### config.mk
export PLATFORM = sky130hd
export DESIGN_NAME = adaptive_route_unit
export DESIGN_NICKNAME = d
export VERILOG_FILES = /design/src/rtl/adaptive_route_unit.sv
export SDC_FILE = /design/constraint.sdc
export NUM_CORES = 1
export LEC_CHECK = 0
export CAP_MARGIN = 20
export CORE_ASPECT_RATIO = 1.5
export CORE_MARGIN = 2
export CORE_UTILIZATION = 45
export CTS_BUF_LIST = sky130_fd_sc_hd__clkbuf_16
export DETAILED_ROUTE_END_ITERATION = 10
export HOLD_SLACK_MARGIN = 0.03
export PLACE_DENSITY = 0.77
export SETUP_SLACK_MARGIN = 0.05
export SKIP_LAST_GASP = 1
export SLEW_MARGIN = 20
export SYNTH_ARGS = -nofsm -noshare
export SYNTH_HDL_FRONTEND = slang
export SYNTH_SLANG_ARGS = --single-unit
### constraint.sdc
create_clock -name CLK -period 4.5 [get_ports CLK]
set_input_delay 1.125 -clock CLK [delete_from_list [all_inputs] [get_ports CLK]]
set_output_delay 1.125 -clock CLK [all_outputs]
set_load 0.005 [all_outputs]
### src/rtl/adaptive_route_unit.sv
// Registered west-first/north-south adaptive route computation with credit-based selection.
// Optional: define RC_STALL_TIMEOUT_EN to abort a stalled request after STALL_LIMIT cycles.
module adaptive_route_unit #(
    parameter int COORD_WIDTH  = 4,
    parameter int CREDIT_WIDTH = 3,
    parameter int STALL_LIMIT  = 16
) (
    input  logic                        CLK,
    input  logic                        RST_N,
    input  logic [2*COORD_WIDTH-1:0]    local_in,
    input  logic                        req_valid,
    output logic                        req_ready,
    input  logic [2*COORD_WIDTH-1:0]    src_in,
    input  logic [2*COORD_WIDTH-1:0]    dst_in,
    input  logic [7*CREDIT_WIDTH-1:0]   credits_in,
    output logic                        resp_valid,
    input  logic                        resp_ready,
    output logic [6:0]                  result,
    output logic                        success
);
    localparam int AW = 2 * COORD_WIDTH;
    localparam int SW = $clog2(STALL_LIMIT + 1);

    typedef enum logic [1:0] {S_IDLE, S_EVAL, S_WAIT, S_DONE} state_t;

    state_t                  r_state;
    state_t                  w_state_nxt;
    logic [COORD_WIDTH-1:0]  r_src_x;
    logic [AW-1:0]           r_dst;
    logic [SW-1:0]           r_stall;
    logic                    r_req_ready;
    logic                    r_resp_valid;
    logic [6:0]              r_result;
    logic                    r_success;
    logic                    w_req_ready_nxt;
    logic                    w_resp_valid_nxt;
    logic [6:0]              w_result_nxt;
    logic                    w_success_nxt;

    logic [COORD_WIDTH-1:0]  w_lx, w_ly, w_dx, w_dy;
    logic [2:0]              w_h_idx, w_v_idx;
    logic                    w_has_h, w_is_local;
    logic [CREDIT_WIDTH-1:0] w_cred_h, w_cred_v;
    logic                    w_h_ok, w_v_ok, w_pick_h, w_ok;
    logic [6:0]              w_sel;
    logic                    w_timeout;

    assign w_lx = local_in[COORD_WIDTH-1:0];
    assign w_ly = local_in[AW-1:COORD_WIDTH];
    assign w_dx = r_dst[COORD_WIDTH-1:0];
    assign w_dy = r_dst[AW-1:COORD_WIDTH];

    // V holds the only candidate for non-diagonal routes; H is used only when diagonal.
    always_comb begin
        w_is_local = 1'b0;
        w_has_h    = 1'b0;
        w_h_idx    = (w_lx > w_dx) ? 3'd5 : 3'd6;
        if (w_dy < w_ly)
            w_v_idx = (r_src_x < w_dx) ? 3'd1 : 3'd2;
        else
            w_v_idx = (r_src_x < w_dx) ? 3'd3 : 3'd4;
        if (r_dst == local_in) begin
            w_is_local = 1'b1;
            w_v_idx    = 3'd0;
        end else if (w_dx == w_lx) begin
            w_has_h = 1'b0;
        end else if (w_dy == w_ly) begin
            w_v_idx = w_h_idx;
        end else begin
            w_has_h = 1'b1;
        end
    end

    assign w_cred_h = credits_in[int'(w_h_idx)*CREDIT_WIDTH +: CREDIT_WIDTH];
    assign w_cred_v = credits_in[int'(w_v_idx)*CREDIT_WIDTH +: CREDIT_WIDTH];
    assign w_h_ok   = w_has_h && (w_cred_h != '0);
    assign w_v_ok   = w_is_local || (w_cred_v != '0);
    assign w_pick_h = w_h_ok && (!w_v_ok || (w_cred_h > w_cred_v));
    assign w_ok     = w_h_ok || w_v_ok;
    assign w_sel    = w_pick_h ? (7'b1 << w_h_idx) : (7'b1 << w_v_idx);

`ifdef RC_STALL_TIMEOUT_EN
    assign w_timeout = (r_state == S_WAIT) && !w_ok &&
                       (r_stall == SW'(STALL_LIMIT - 1));
`else
    assign w_timeout = 1'b0;
`endif

    always_ff @(posedge CLK or negedge RST_N) begin
        if (!RST_N) begin
            r_state      <= S_IDLE;
            r_req_ready  <= 1'b1;
            r_resp_valid <= 1'b0;
            r_result     <= '0;
            r_success    <= 1'b0;
        end else begin
            r_state      <= w_state_nxt;
            r_req_ready  <= w_req_ready_nxt;
            r_resp_valid <= w_resp_valid_nxt;
            r_result     <= w_result_nxt;
            r_success    <= w_success_nxt;
        end
    end

    always_comb begin
        w_state_nxt = r_state;
        case (r_state)
            S_IDLE: if (req_valid) w_state_nxt = S_EVAL;
            S_EVAL: w_state_nxt = w_ok ? S_DONE : S_WAIT;
            S_WAIT: if (w_ok || w_timeout) w_state_nxt = S_DONE;
            S_DONE: if (resp_ready) w_state_nxt = S_IDLE;
            default: w_state_nxt = S_IDLE;
        endcase
    end

    always_comb begin
        w_req_ready_nxt  = (w_state_nxt == S_IDLE);
        w_resp_valid_nxt = (w_state_nxt == S_DONE);
        w_result_nxt     = r_result;
        w_success_nxt    = r_success;
        if (r_state != S_DONE && w_state_nxt == S_DONE) begin
            w_result_nxt  = w_timeout ? 7'b0 : w_sel;
            w_success_nxt = !w_timeout;
        end else if (w_state_nxt == S_IDLE) begin
            w_result_nxt  = '0;
            w_success_nxt = 1'b0;
        end
    end

    // Only the source X coordinate influences the north/south lane choice.
    always_ff @(posedge CLK or negedge RST_N) begin
        if (!RST_N) begin
            r_src_x <= '0;
            r_dst   <= '0;
            r_stall <= '0;
        end else begin
            if (r_state == S_IDLE && req_valid) begin
                r_src_x <= src_in[COORD_WIDTH-1:0];
                r_dst   <= dst_in;
            end
            if (r_state == S_EVAL)
                r_stall <= '0;
            else if (r_state == S_WAIT && r_stall != '1)
                r_stall <= r_stall + 1'b1;
        end
    end

    assign req_ready  = r_req_ready;
    assign resp_valid = r_resp_valid;
    assign result     = r_result;
    assign success    = r_success;
endmodule

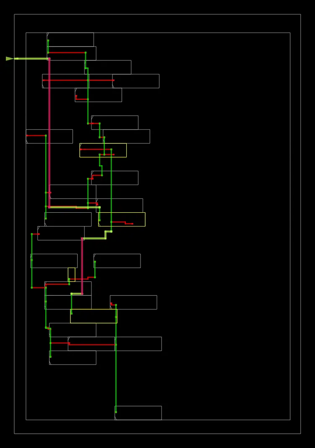
run_1/final_clocks.png
FFs & Latches: 24
# clock sinks: 24

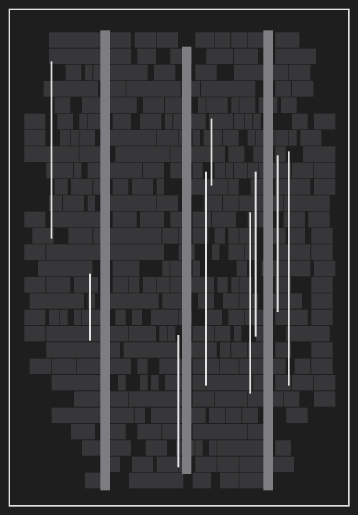
run_1/met4.png
Drawn at 6 px/um. Supply wires on this layer in grey. Cells faint in the background.
The longest straight run is 38.8 um. The wires run mostly vertical. The layer holds 4.4% of the routed length. 9 nets have wire on it.

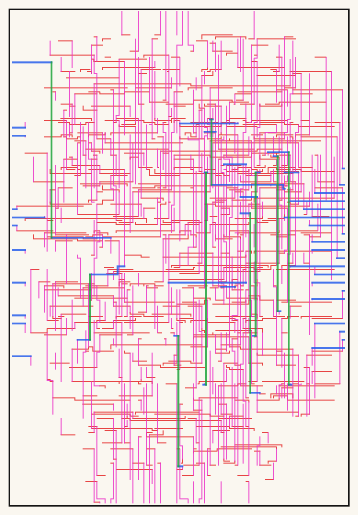
run_1/metal_stack.png
Drawn at 6 px/um.
Red marks met1, wire length 2050 um. Blue marks met3, wire length 191 um. Green marks met4, wire length 230 um. Magenta marks met2, wire length 2810 um.

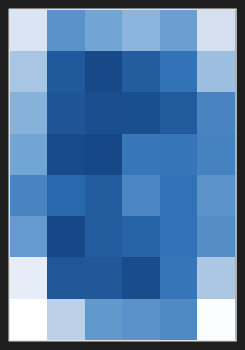
run_1/density.png
Drawn at 4 px/um. 6 x 8 tiles, from white (low) to dark blue (high), 0 to 100% covered.
The fullest tile reaches 91%. The mean over all tiles is 63%. 35% of the tiles are over 75% full. 4.2% of the tiles are nearly empty.

==> flow_metrics.rpt, run 1 <==
IMPLEMENTATION SUMMARY REPORT
----------------------------------------------------
[Cells and area]
  Final std cell area, no fill ........................ 0.002960 sq mm
  Flip-flop count of the largest register, all copies and words added ........................ 8
  Number of multi-input combinational cells in the layout ........................ 153
  Register bank with the most flops ........................ r_dst
  Combinational share of cell area ........................ 45.22%
  Fraction of standard cell area that is sequential ........................ 20.33%
  Non-clk buf share ........................ 28.11%
  Final layout net count ........................ 348
  Final cell count without fillers ........................ 328
  Area grow syn2layout ........................ 60.08%

[Final timing]
  Slew of the pin with the lowest slew margin ........................ 0.9871 ns
  Time the final worst path needs with I/O delays and setup ........................ 4.383 ns
  Total setup violations reported at the end of the flow ........................ 0
  Final worst clock skew ........................ 0.004576 ns
  Worst max-slew margin expressed relative to the limit ........................ 33.91%

[Status]
  Outcome ........................ finished, final reports clean

[Setup path]
  Critical Path Start Type ........................ primary input
  Buffer and inverter count on the worst path ........................ 3
  Category of the worst setup path capture point ........................ flip-flop
  Cell-by-cell listing of the critical path ........................ clkdlybuf4s50_1 -> ha_1 -> nor2b_2 -> o211a_1 -> o31ai_4 -> buf_4 -> buf_4 -> a211oi_1 -> a211o_1 -> ha_1 -> a311o_1 -> o31a_1 -> and3_4 -> a32o_2
  Worst reg2reg path endpoint ........................ result[3]
  Data arrival time at the worst-slack endpoint ........................ 4.53 ns
  FF-to-FF setup slack ........................ 0.57 ns
  Launch point of the worst reg-to-reg path ........................ r_dst[1]
  Setup crit start ........................ local_in[1]

[Yosys]
  Total number of yosys warnings ........................ 0
  Average footprint of a synthesized cell ........................ 9.582 sq um
  Number of instances in the synthesized netlist ........................ 193
  Netlist area before placement ........................ 0.001849 sq mm
  Share of synthesized area spent on multiplexers ........................ 10.01%
  Top cells by instance count after synthesis ........................ sky130_fd_sc_hd__dfrtp_1, sky130_fd_sc_hd__ha_1, sky130_fd_sc_hd__nand2_1
  Biggest area consumer among synthesized cells ........................ sky130_fd_sc_hd__dfrtp_1
  Most instantiated flip-flop cell in the synthesis netlist ........................ sky130_fd_sc_hd__dfrtp_1
  Simple-Gate Area Share ........................ 17.86%
  Compound Share, Synth ........................ 25.64%
  Top cell area share ........................ 31.12%
  Post-synth tally of flip-flops with integrated enable ........................ 0

[Global route]
  GR Layer Usage met2 ........................ 41.88%
  Met3 Usage GRT ........................ 3.115%
  Initial antenna violation count ........................ 0
  Via count of the first global-routing pass ........................ 1935
  Met1 Usage GRT ........................ 25.89%
  Total routing resource utilization after global routing ........................ 23.57%
  Maximum number of pins on one net before global-route repair ........................ 25

[Job]
  Max Cap Violations ........................ 0
  Number of logged tool warnings ........................ 32

[Detailed routing]
  Antenna Violating Nets Remaining ........................ 0
  Wire length on met1 ........................ 2048 um
  Length of the first detailed-routing pass in iterations ........................ 4
  Number of design-rule violations left by the first detailed-router iteration ........................ 58
  Count of vias placed by the detailed router ........................ 1885
  Top routing layer in use ........................ met4
  Met2 Wirelength ........................ 2808 um
  Met3 Wirelength ........................ 191 um

[Placed design]
  Port bufs ........................ 54
  Area after DPL ........................ 0.002718 sq mm

[CTS]
  H-tree level count ........................ 1
  Clock tree from TritonCTS ........................ yes
  Clock edge transition at the registers on the reported setup and hold paths ........................ 0.06 ns
  Post-CTS setup repair buffer count ........................ 1
  Post-CTS sizing ........................ 19

[Floorplanning]
  Floorplan row count ........................ 28
  Vertical die dimension ........................ 82.51 um

[Hold path]
  Hold_sp ........................ result[4]
  Worst hold path stage count ........................ 1

----------------------------------------------------
## Run 2: what changed since run 1
--- a/config.mk
+++ b/config.mk
@@ -13,6 +13,7 @@
 export DETAILED_ROUTE_END_ITERATION = 10
 export HOLD_SLACK_MARGIN = 0.03
 export PLACE_DENSITY = 0.77
+export REMOVE_ABC_BUFFERS = 1
 export SETUP_SLACK_MARGIN = 0.05
 export SKIP_LAST_GASP = 1
 export SLEW_MARGIN = 20
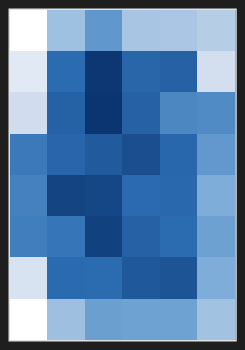
run_2/density.png
Drawn at 4 px/um. 6 x 8 tiles, from white (low) to dark blue (high), 0 to 100% covered.
The mean over all tiles is 61%. 46% of the tiles are over 75% full. The emptiest ninth of the die: upper left. 4.2% of the tiles are nearly empty. The densest ninth of the die: centre.

==> flow_metrics.rpt, run 2 <==
IMPLEMENTATION SUMMARY REPORT
----------------------------------------------------
[Yosys]
  Asr flop ratio synth ........................ 100.0%
  Compound Share, Synth ........................ 25.64%
  Total cell area reported by yosys after synthesis ........................ 0.001849 sq mm
  Top post-synthesis cells by area ........................ sky130_fd_sc_hd__dfrtp_1, sky130_fd_sc_hd__ha_1, sky130_fd_sc_hd__mux2_2, sky130_fd_sc_hd__o21ai_0, sky130_fd_sc_hd__nand2_1
  Most repeated cell in the gate-level netlist after synthesis ........................ sky130_fd_sc_hd__dfrtp_1
  Largest non-sequential cell family by area ........................ AND-OR/OR-AND gates
  Total number of yosys warnings ........................ 0
  Biggest area consumer among synthesized cells ........................ sky130_fd_sc_hd__dfrtp_1
  Top cells by instance count after synthesis ........................ sky130_fd_sc_hd__dfrtp_1, sky130_fd_sc_hd__ha_1, sky130_fd_sc_hd__nand2_1
  Post-synthesis cell type count ........................ 54
  Most instantiated flip-flop cell in the synthesis netlist ........................ sky130_fd_sc_hd__dfrtp_1
  Post-synth tally of flip-flops with integrated enable ........................ 0
  Number of instances in the synthesized netlist ........................ 193
  Top cell area share ........................ 31.12%
  Netlist area before placement ........................ 0.001849 sq mm
  Register bit total from synthesis ........................ 24
  Adder-Cell Fraction of Synth Area ........................ 10.15%
  Share of synthesized area spent on multiplexers ........................ 10.01%
  Average footprint of a synthesized cell ........................ 9.582 sq um
  Simple-Gate Area Share ........................ 17.86%

[Global route]
  Via count of the first global-routing pass ........................ 1934
  Initial antenna violation count ........................ 0
  Total routing resource utilization after global routing ........................ 24.07%
  GR Layer Usage met2 ........................ 46.00%
  Total grt overflow ........................ 0
  Met1 Usage GRT ........................ 27.15%
  Maximum number of pins on one net before global-route repair ........................ 25
  Most used routing layer ........................ met2
  Met3 Usage GRT ........................ 2.804%

[CTS]
  Clock Root Buffer ........................ sky130_fd_sc_hd__clkbuf_16
  # clock sinks ........................ 24
  Clock edge transition at the registers on the reported setup and hold paths ........................ 0.06 ns
  H-tree level count ........................ 1
  Clock tree buffer depth ........................ 2
  Post-CTS sizing ........................ 28
  Clock tree from TritonCTS ........................ yes
  Hold-fix buffers at CTS ........................ 0
  Source-to-sink clock delay at the later pin of the worst-skew pair ........................ 0.26 ns
  Post-CTS setup repair buffer count ........................ 2

[Cells and area]
  Fraction of final layout cells sized beyond drive strength 1 ........................ 30.11%
  Final std cell area, no fill ........................ 0.002909 sq mm
  Total of fill cells in the finished design ........................ 293
  Flip-flop count of the largest register, all copies and words added ........................ 8
  Area grow syn2layout ........................ 57.31%
  Combinational share of cell area ........................ 46.24%
  Cell type taking the most area ........................ logic gates
  FFs & Latches ........................ 24
  Core utilization of the finished layout ........................ 73.48%
  Clock buffer cells ........................ 3
  Number of multi-input combinational cells in the layout ........................ 153
  Highest-count logic cell in the final layout ........................ sky130_fd_sc_hd__clkdlybuf4s50_1
  Final layout net count ........................ 344
  Register bank with the most flops ........................ r_dst
  Final cell count without fillers ........................ 324
  Non-clk buf share ........................ 26.80%

[Hold path]
  Worst hold path stage count ........................ 1
  Hold_sp ........................ result[5]

[Setup path]
  Delay contributed by the slowest stage of the critical path ........................ 0.51 ns
  Number of cells on the worst reg-to-reg path ........................ 19
  Maximum fanout count along the critical path ........................ 4
  Worst reg2reg path endpoint ........................ result[3]
  Launch point of the worst reg-to-reg path ........................ r_dst[1]
  Cell-by-cell listing of the critical path ........................ buf_6 -> inv_4 -> ha_4 -> nor2b_4 -> o21a_1 -> o21ai_1 -> nand2b_1 -> ha_4 -> and2_4 -> and4_1 -> or4_4 -> o221a_4 -> ha_4 -> inv_2 -> a21o_1 -> a21oi_1 -> a311o_1 -> o31a_1 -> and3_4 -> a32o_2
  Crit-path slowest cell ........................ sky130_fd_sc_hd__or4_4
  Data arrival time at the worst-slack endpoint ........................ 4.55 ns
  Buffer and inverter count on the worst path ........................ 3
  FF-to-FF setup slack ........................ 0.44 ns
  Most numerous cell on the critical path ........................ sky130_fd_sc_hd__ha_4
  Critical Path Start Type ........................ primary input
  Capture point of the critical path ........................ result[3]
  Category of the worst setup path capture point ........................ flip-flop
  Setup crit start ........................ local_in[5]

[Final timing]
  Final setup margin ........................ 0.09067 ns
  RSZ-0062 raised after global routing ........................ true
  Hold Vio Cnt, Final ........................ 0
  Summed negative setup slack over all endpoints ........................ 0 ns
  Worst max-slew margin expressed relative to the limit ........................ 34.21%
  Slew of the pin with the lowest slew margin ........................ 0.9825 ns
  Worst hold slack ........................ 0.5075 ns
  Time the final worst path needs with I/O delays and setup ........................ 4.409 ns
  Total setup violations reported at the end of the flow ........................ 0
  Cycle use final ........................ 97.99%
  Final worst clock skew ........................ 0.002887 ns

[Floorplanning]
  Tapcells inserted ........................ 45
  Floorplan row count ........................ 28
  Die area ........................ 0.004649 sq mm
  Number of ports placed on the die boundary ........................ 59
  Vertical die dimension ........................ 82.51 um
  Core area ........................ 0.003959 sq mm
  Init Core Util ........................ 46.71%

[Placed design]
  Dpl hpwl ........................ 4002 um
  Area after DPL ........................ 0.002653 sq mm
  Worst-case setup slack after placement ........................ -0.8313 ns
  Port bufs ........................ 54
  Total instance count after detailed placement ........................ 317

[Detailed routing]
  Number of vias per cell ........................ 5.821
  Top routing layer in use ........................ met4
  Met3 Wirelength ........................ 235 um
  Antenna Violating Nets Remaining ........................ 0
  Wire length on met1 ........................ 2223 um
  Number of design-rule violations left by the first detailed-router iteration ........................ 42
  Count of vias placed by the detailed router ........................ 1886
  Detailed-route DRC error count ........................ 0
  Length of the first detailed-routing pass in iterations ........................ 5
  Met2 Wirelength ........................ 2826 um

[Job]
  Number of logged tool warnings ........................ 31
  Max Cap Violations ........................ 0

[Status]
  Outcome ........................ finished, final reports clean

----------------------------------------------------
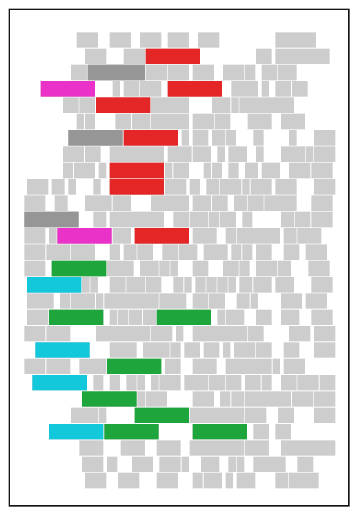
run_2/registers.png
Drawn at 6 px/um.
Cyan marks r_src_x, flops 4, where lower left. Magenta marks r_state, flops 2. Green marks r_dst, flops 8. Red marks result, flops 7, where top centre.
fraction of standard cell area that is sequential: 20.69%
total area of sequential cells: 601.8 sq um

## Run 3: what changed since run 2
--- a/config.mk
+++ b/config.mk
@@ -5,6 +5,7 @@
 export SDC_FILE = /design/constraint.sdc
 export NUM_CORES = 1
 export LEC_CHECK = 0
+export ABC_AREA = 1
 export CAP_MARGIN = 20
 export CORE_ASPECT_RATIO = 1.5
 export CORE_MARGIN = 2
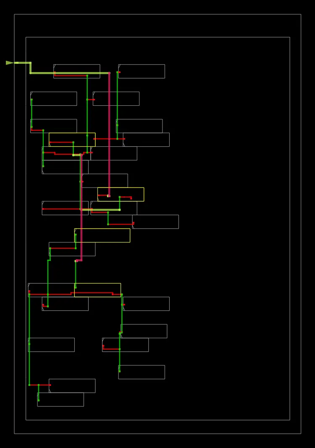
run_3/final_clocks.png
total CTS buffers: 3
Clock buffer cells: 3

==> flow_metrics.rpt, run 3 <==
IMPLEMENTATION SUMMARY REPORT
----------------------------------------------------
[Cells and area]
  Cell type taking the most area ........................ logic gates
  Non-clk buf share ........................ 23.15%
  Highest-count logic cell in the final layout ........................ sky130_fd_sc_hd__clkdlybuf4s50_1
  Fraction of standard cell area that is sequential ........................ 22.54%
  Flip-flop count of the largest register, all copies and words added ........................ 8
  Number of multi-input combinational cells in the layout ........................ 169
  Final cell count without fillers ........................ 345
  Final std cell area, no fill ........................ 0.002670 sq mm
  Core utilization of the finished layout ........................ 66.85%
  Register bank with the most flops ........................ r_dst
  Area grow syn2layout ........................ 41.04%
  Fraction of final layout cells sized beyond drive strength 1 ........................ 21.00%
  Total of fill cells in the finished design ........................ 371

[Detailed routing]
  Length of the first detailed-routing pass in iterations ........................ 5
  Number of design-rule violations left by the first detailed-router iteration ........................ 69
  Wire length on met1 ........................ 1730 um
  Met2 Wirelength ........................ 2422 um
  Met3 Wirelength ........................ 130 um
  Top routing layer in use ........................ met4

[Final timing]
  Worst max-slew margin expressed relative to the limit ........................ 55.78%
  Slew of the pin with the lowest slew margin ........................ 0.6617 ns
  Total setup violations reported at the end of the flow ........................ 0
  Worst hold slack ........................ 0.5202 ns
  Final worst clock skew ........................ 0.003190 ns
  Cycle use final ........................ 94.74%
  RSZ-0062 raised after global routing ........................ false

[Hold path]
  Worst hold path stage count ........................ 1
  Hold_sp ........................ r_dst[6]

[CTS]
  Clock edge transition at the registers on the reported setup and hold paths ........................ 0.06 ns
  Post-CTS sizing ........................ 0
  H-tree level count ........................ 1
  Clock Root Buffer ........................ sky130_fd_sc_hd__clkbuf_16
  # clock sinks ........................ 24
  Clock tree from TritonCTS ........................ yes

[Setup path]
  Crit-path slowest cell ........................ sky130_fd_sc_hd__clkdlybuf4s50_1
  Capture point of the critical path ........................ result[2]
  Data arrival time at the worst-slack endpoint ........................ 4.41 ns
  Maximum fanout count along the critical path ........................ 7
  Critical Path Start Type ........................ primary input
  Buffer and inverter count on the worst path ........................ 5
  Launch point of the worst reg-to-reg path ........................ r_dst[3]
  Worst reg2reg path endpoint ........................ result[2]
  Most numerous cell on the critical path ........................ sky130_fd_sc_hd__nand2_2
  Delay contributed by the slowest stage of the critical path ........................ 0.47 ns
  Number of cells on the worst reg-to-reg path ........................ 24
  Setup crit start ........................ local_in[7]

[Placed design]
  Worst-case setup slack after placement ........................ -0.1057 ns
  Port bufs ........................ 54
  Dpl hpwl ........................ 3512 um
  Total instance count after detailed placement ........................ 341
  Area after DPL ........................ 0.002546 sq mm

[Yosys]
  Adder-Cell Fraction of Synth Area ........................ 9.914%
  Share of synthesized area spent on multiplexers ........................ 4.164%
  Average footprint of a synthesized cell ........................ 8.090 sq um
  Total number of yosys warnings ........................ 0
  Post-synth tally of flip-flops with integrated enable ........................ 0
  Number of instances in the synthesized netlist ........................ 234
  Simple-Gate Area Share ........................ 34.77%
  Post-synthesis cell type count ........................ 33
  Netlist area before placement ........................ 0.001893 sq mm
  Top cell area share ........................ 30.40%

[Floorplanning]
  Number of ports placed on the die boundary ........................ 59
  Init Core Util ........................ 47.40%
  Tapcells inserted ........................ 45
  Die area ........................ 0.004752 sq mm
  Core area ........................ 0.003994 sq mm

[Global route]
  Met1 Usage GRT ........................ 21.45%
  Maximum number of pins on one net before global-route repair ........................ 25
  Via count of the first global-routing pass ........................ 1770
  Initial antenna violation count ........................ 0
  GR Layer Usage met2 ........................ 37.30%

[Status]
  Outcome ........................ finished, final reports clean

----------------------------------------------------
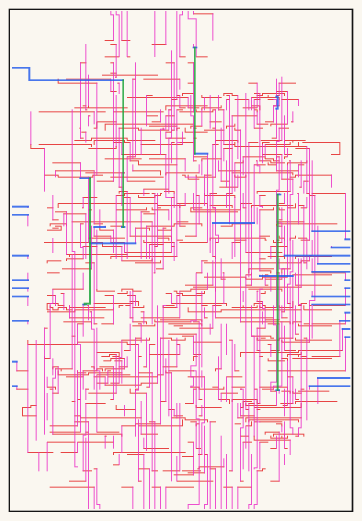
run_3/metal_stack.png
Drawn at 6 px/um.
Magenta marks met2, wire length 2420 um. Blue marks met3, wire length 131 um. Red marks met1, wire length 1730 um. Green marks met4, wire length 96.8 um.
wire per inst: 12.70 um
total routing resource utilization after global routing: 19.77%
count of vias placed by the detailed router: 1736
aggregate routed wire length: 4381 um

